Layout detail:
The bar under the picture is 5 um long. Region (38, 38) to (58, 58) um. Cells in grey, sequential cells in the stronger grey; small squares are vias.
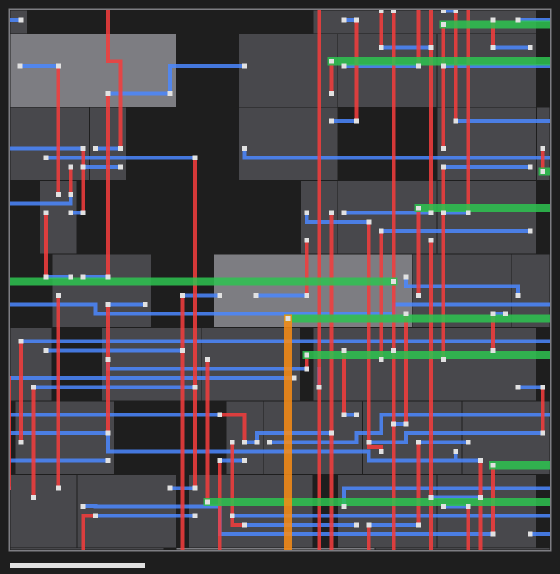
Congestion heat map:
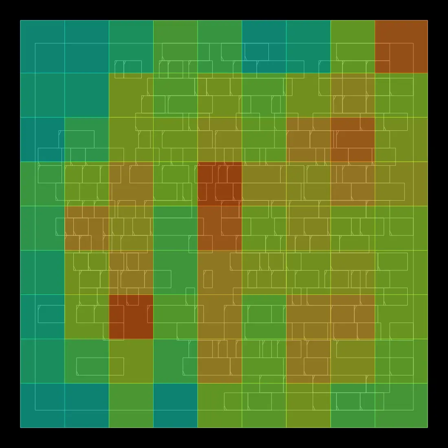
Wiring by layer:
The bar under the picture is 20 um long. Only two layers are drawn.
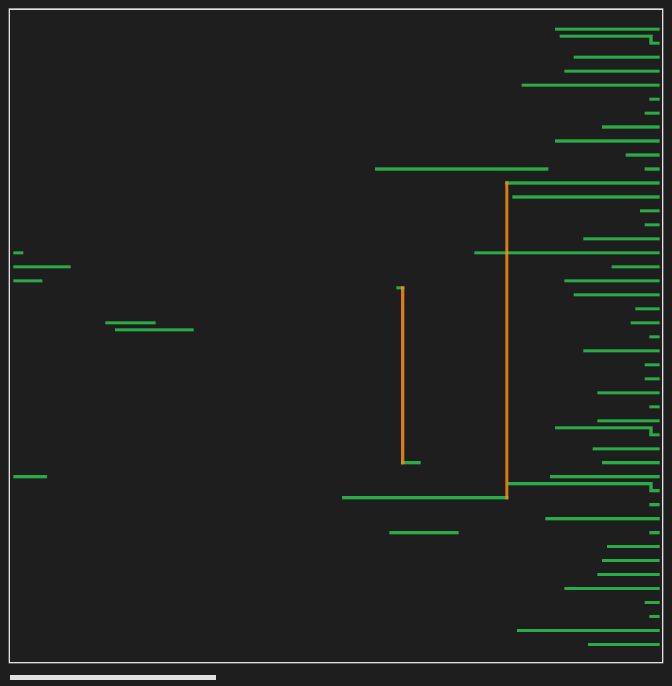
Met1 routing:
The bar under the picture is 20 um long. Cells faint in the background.
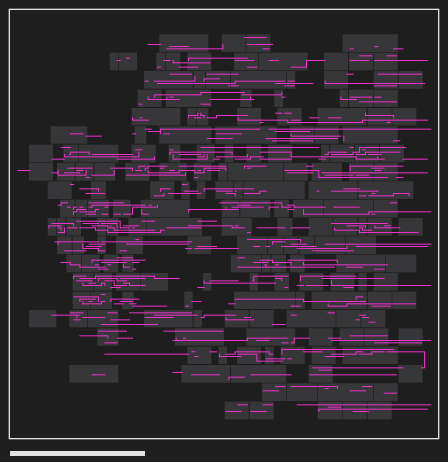
==> config.mk <==
export PLATFORM = sky130hd
export DESIGN_NAME = uart_tx_hakem_flat
export DESIGN_NICKNAME = d
export VERILOG_FILES = /design/src/rtl/uart_tx_hakem_if.sv /design/src/rtl/uart_tx_hakem.sv /design/src/flat_wrapper.sv
export SDC_FILE = /design/constraint.sdc
export NUM_CORES = 1
export LEC_CHECK = 0
export CAP_MARGIN = 5
export CORE_MARGIN = 2
export CORE_UTILIZATION = 35
export CTS_BUF_LIST = sky130_fd_sc_hd__clkbuf_16
export CTS_CLUSTER_DIAMETER = 150
export DETAILED_ROUTE_END_ITERATION = 8
export GPL_TIMING_DRIVEN = 0
export PLACE_DENSITY = 0.71
export SYNTH_ARGS = -nofsm -noshare
export SYNTH_HDL_FRONTEND = slang
export SYNTH_SLANG_ARGS = --single-unit
==> constraint.sdc <==
create_clock -name clk_g -period 2.7 [get_ports clk_g]
set_clock_uncertainty 0.15 [all_clocks]
set_input_delay 0.54 -clock clk_g [delete_from_list [all_inputs] [get_ports clk_g]]
set_output_delay 0.54 -clock clk_g [all_outputs]
set_load 0.03 [all_outputs]
==> reports/metrics.cfg <==
[power_and_ir_drop]
leakagePower_nw = 0.859
peakVddDrop_v = 0.000206
power_density_nw_per_um2 = 435

[worst_setup_path]
worst-path-max-fanout = 10
r2r_cells = 7
critical_path_depth = 5
critPathArrivalTime_ns = 1.88
path_cells = clkbuf_4 -> inv_1 -> ha_1 -> and2_1 -> clkdlybuf4s50_1
crit_family = buffers and inverters
cp-end-kind = output port
start_kind = register
slowest_delay_ns = 0.59
worstSetupPathType = register to output port
cp_num_buf_inv = 3
required_ns = 2.01
reg2reg_slack_ns = 0.47
slowest_stage = clkdlybuf4s50_1

[hold_path]
min_path_cells = 2
hold_path.class = register to register

[drt]
ant_nets = 0
remaining_drc_errors = 0
first_iter_violations = 25
viasPerCell = 5.17
first_pass_iters = 4

[timing]
drv_slew = 0
min_period_ns = 2.57
rsz0062_at_grt = false
fin_crit_sh_pct = 95.2
fmax_mhz = 389
hold_violations = 0
finalSetupViolCount = 0
tns_ns = 0

[floorplan]
dieWidth_um = 63.4
die_h_um = 63.4
coreArea_sq_um = 3360
die-area_sq_um = 4020
rows = 21
fp_util_pct = 36.7
pin_count = 61

[finish]
n_fill_cell = 315
num_antenna_cells = 0
largest_register_ffs = 8
area_delta_synth_final_pct = 59.4
final_nets = 233
layout-drive-gt1-share_pct = 15.2

[synthesis]
synthArstFlopShare_pct = 0
syn_inst = 123
yosysMostFrequentCell = nor2_1
ys_cells = 123
syn_area_per_cell_sq_um = 10.0
ys_chip_area_sq_um = 1230
synth_cell_types = 42
topCellsByArea = dfxtp_1 24%, mux4_2 18%, mux2i_1 9.7%, ha_1 5.1%, nor2_1 4.9%
top_area_share_pct = 24.3
flop_cell = dfxtp_1
top_area_cell = dfxtp_1
ys_warn_count = 0
synth_area_sq_um = 1230
edf_count = 0
syn_nets = 171
ys_ff = 15
yosys-top-cells-count = 16 x nor2_1, 15 x dfxtp_1, 12 x mux2i_1
yosysSeqAreaShare_pct = 24.3

[place]
place.gp.congestion = 0.834
portBuffers = 57
dp_hpwl_mm = 2.76

[flow_run]
maxCapViolations = 0
tool_warnings = 29

[clock_network]
cts_max_path_buffers = 2
htreeDepth = 1
root_buffer = clkbuf_16
cts.sinks = 15
cts_buffers = 3
tritoncts = yes
clk_pin_slew_ns = 0.05
cts_hold_buf = 0
clk_latency_ns = 0.24

[grt]
gr-total-overflow = 0
antenna_found_initial = 0
grt_max_degree = 11
grt_pass1_vias = 1188
grt_first_pass_wirelength_mm = 5.99

[run_status]
status = completed

## Picture notes: 'layout detail'
| colour | layer |
|---|---|
| green | met3 |
| blue | met1 |
| red | met2 |
| orange | met4 |
most frequent: clkdlybuf4s50_1 (15), mux2i_1 (3), nor2_1 (3)
cells with their middle in the window: 26
sequential cells in the window: 2

## Picture notes: 'congestion heat map'
Final Util: 58.5%
Global Route met3 Usage: 5.36%

## Picture notes: 'wiring by layer'
| colour | layer | wire length |
|---|---|---|
| orange | met4 | 47.6 um |
| green | met3 | 347 um |
DR vias: 1189
routed wire length: 3.49 mm
overall routing resource usage: 18.8%
post-DR wirelength/cell: 15.2 um

## Picture notes: 'met1 routing'
wire length on this layer: 1510 um
nets with wire on the layer: 200
longest straight run: 23.9 um
main direction: horizontal
met1 GRT Util: 24.5%

-- timing repair --
action,in CTS,in global routing
cloned,0,0
endpoints found under the setup margin,6,7
resized,2,9
buffers inserted,0,0
hold endpoints to repair,0,0
-- where the power goes --
part           switching, mW  total (mW)  leakage (nW)  internal [mW]
clock                 0.0872       0.283        0.0423          0.196
combinational          0.141       0.315         0.694          0.173
sequential            0.0180       0.259         0.123          0.241
-- through the flow --
stage	instances	hold WS (ns)	total power, mW	worst slack (ns)	area [sq um]
after floorplan	123	0.379	0.446	0.686	1230
after global placement	226	0.323	0.572	0.0417	1860
after detailed placement	226	0.339	0.577	0.0137	1860
after CTS	230	0.349	0.866	0.00961	1940
after global routing	230	0.384	0.906	0.0358	1970
final	230	0.345	0.856	0.129	1970
-- per-layer routing --
| metal | track usage (%) | wire length (um) | share of wire, % | vias to the layer above |
|---|---|---|---|---|
| li1 | - | - | - | 579 |
| met5 | 0 | 0 | 0 | - |
| met1 | 24.5 | 1510 | 43 | 547 |
| met2 | 29.9 | 1590 | 45 | 59 |
| met4 | 6.52 | 47 | 1.3 | 0 |
| met3 | 5.36 | 346 | 9.9 | 4 |
-- worst min-delay path: cells and delay by family (launching register included) --
family | cells | cell delay, ns
mux | 1 | 0.07
simple gates | 1 | 0.07
flops | 1 | 0.32
-- placed cells by master (no fill, tap or decap), drive strengths merged --
master	count
clkdlybuf4s50	51
nor2	17
dfxtp	15
mux2i	12
mux4	10
nor2b	8
dlymetal6s2s	6
clkbuf	6
ha	5
buf	5
inv	4
and2	4
nand3	4
a21oi	3
nand3b	3
nand2	3
mux2	3
nor3b	3
nor3	2
nand2b	2
o21ai	2
a32o	2
o31ai	1
or3	1
a31oi	1
o41ai	1
o21bai	1
xnor2	1
or4	1
a311o	1
a211o	1
o221ai	1
nor4b	1
o211ai	1
o211a	1
conb	1
-- cell type report --
cell class                 instances  area (sq um)  share of cell area [%]
sequential                        15           302                    15.3
clock buffer                       3          75.1                    3.81
clock inverter                     1          3.75                   0.191
buffer                             8          52.6                    2.67
inverter                           3          11.3                   0.572
timing repair buffer              57           586                    29.8
multi-input combinational         97           881                    44.8
tap                               46          57.6                    2.92
-- kinds of logic (layout without fill, tap and decap cells) --
family                   Yosys count  in the layout  synth area share [%]
AND/OR/NAND/NOR                   49             49                  23.0
multiplexers                      25             25                  31.0
AND-OR/OR-AND                     16             16                  10.1
flip-flops                        15             15                  24.3
buffers and inverters             11             72                  4.86
adder cells (fa/ha/maj)            5              5                  5.07
other                              1              1                 0.304
XOR/XNOR                           1              1                  1.32
No activity file was given, so power comes from the tool's default toggle rates.
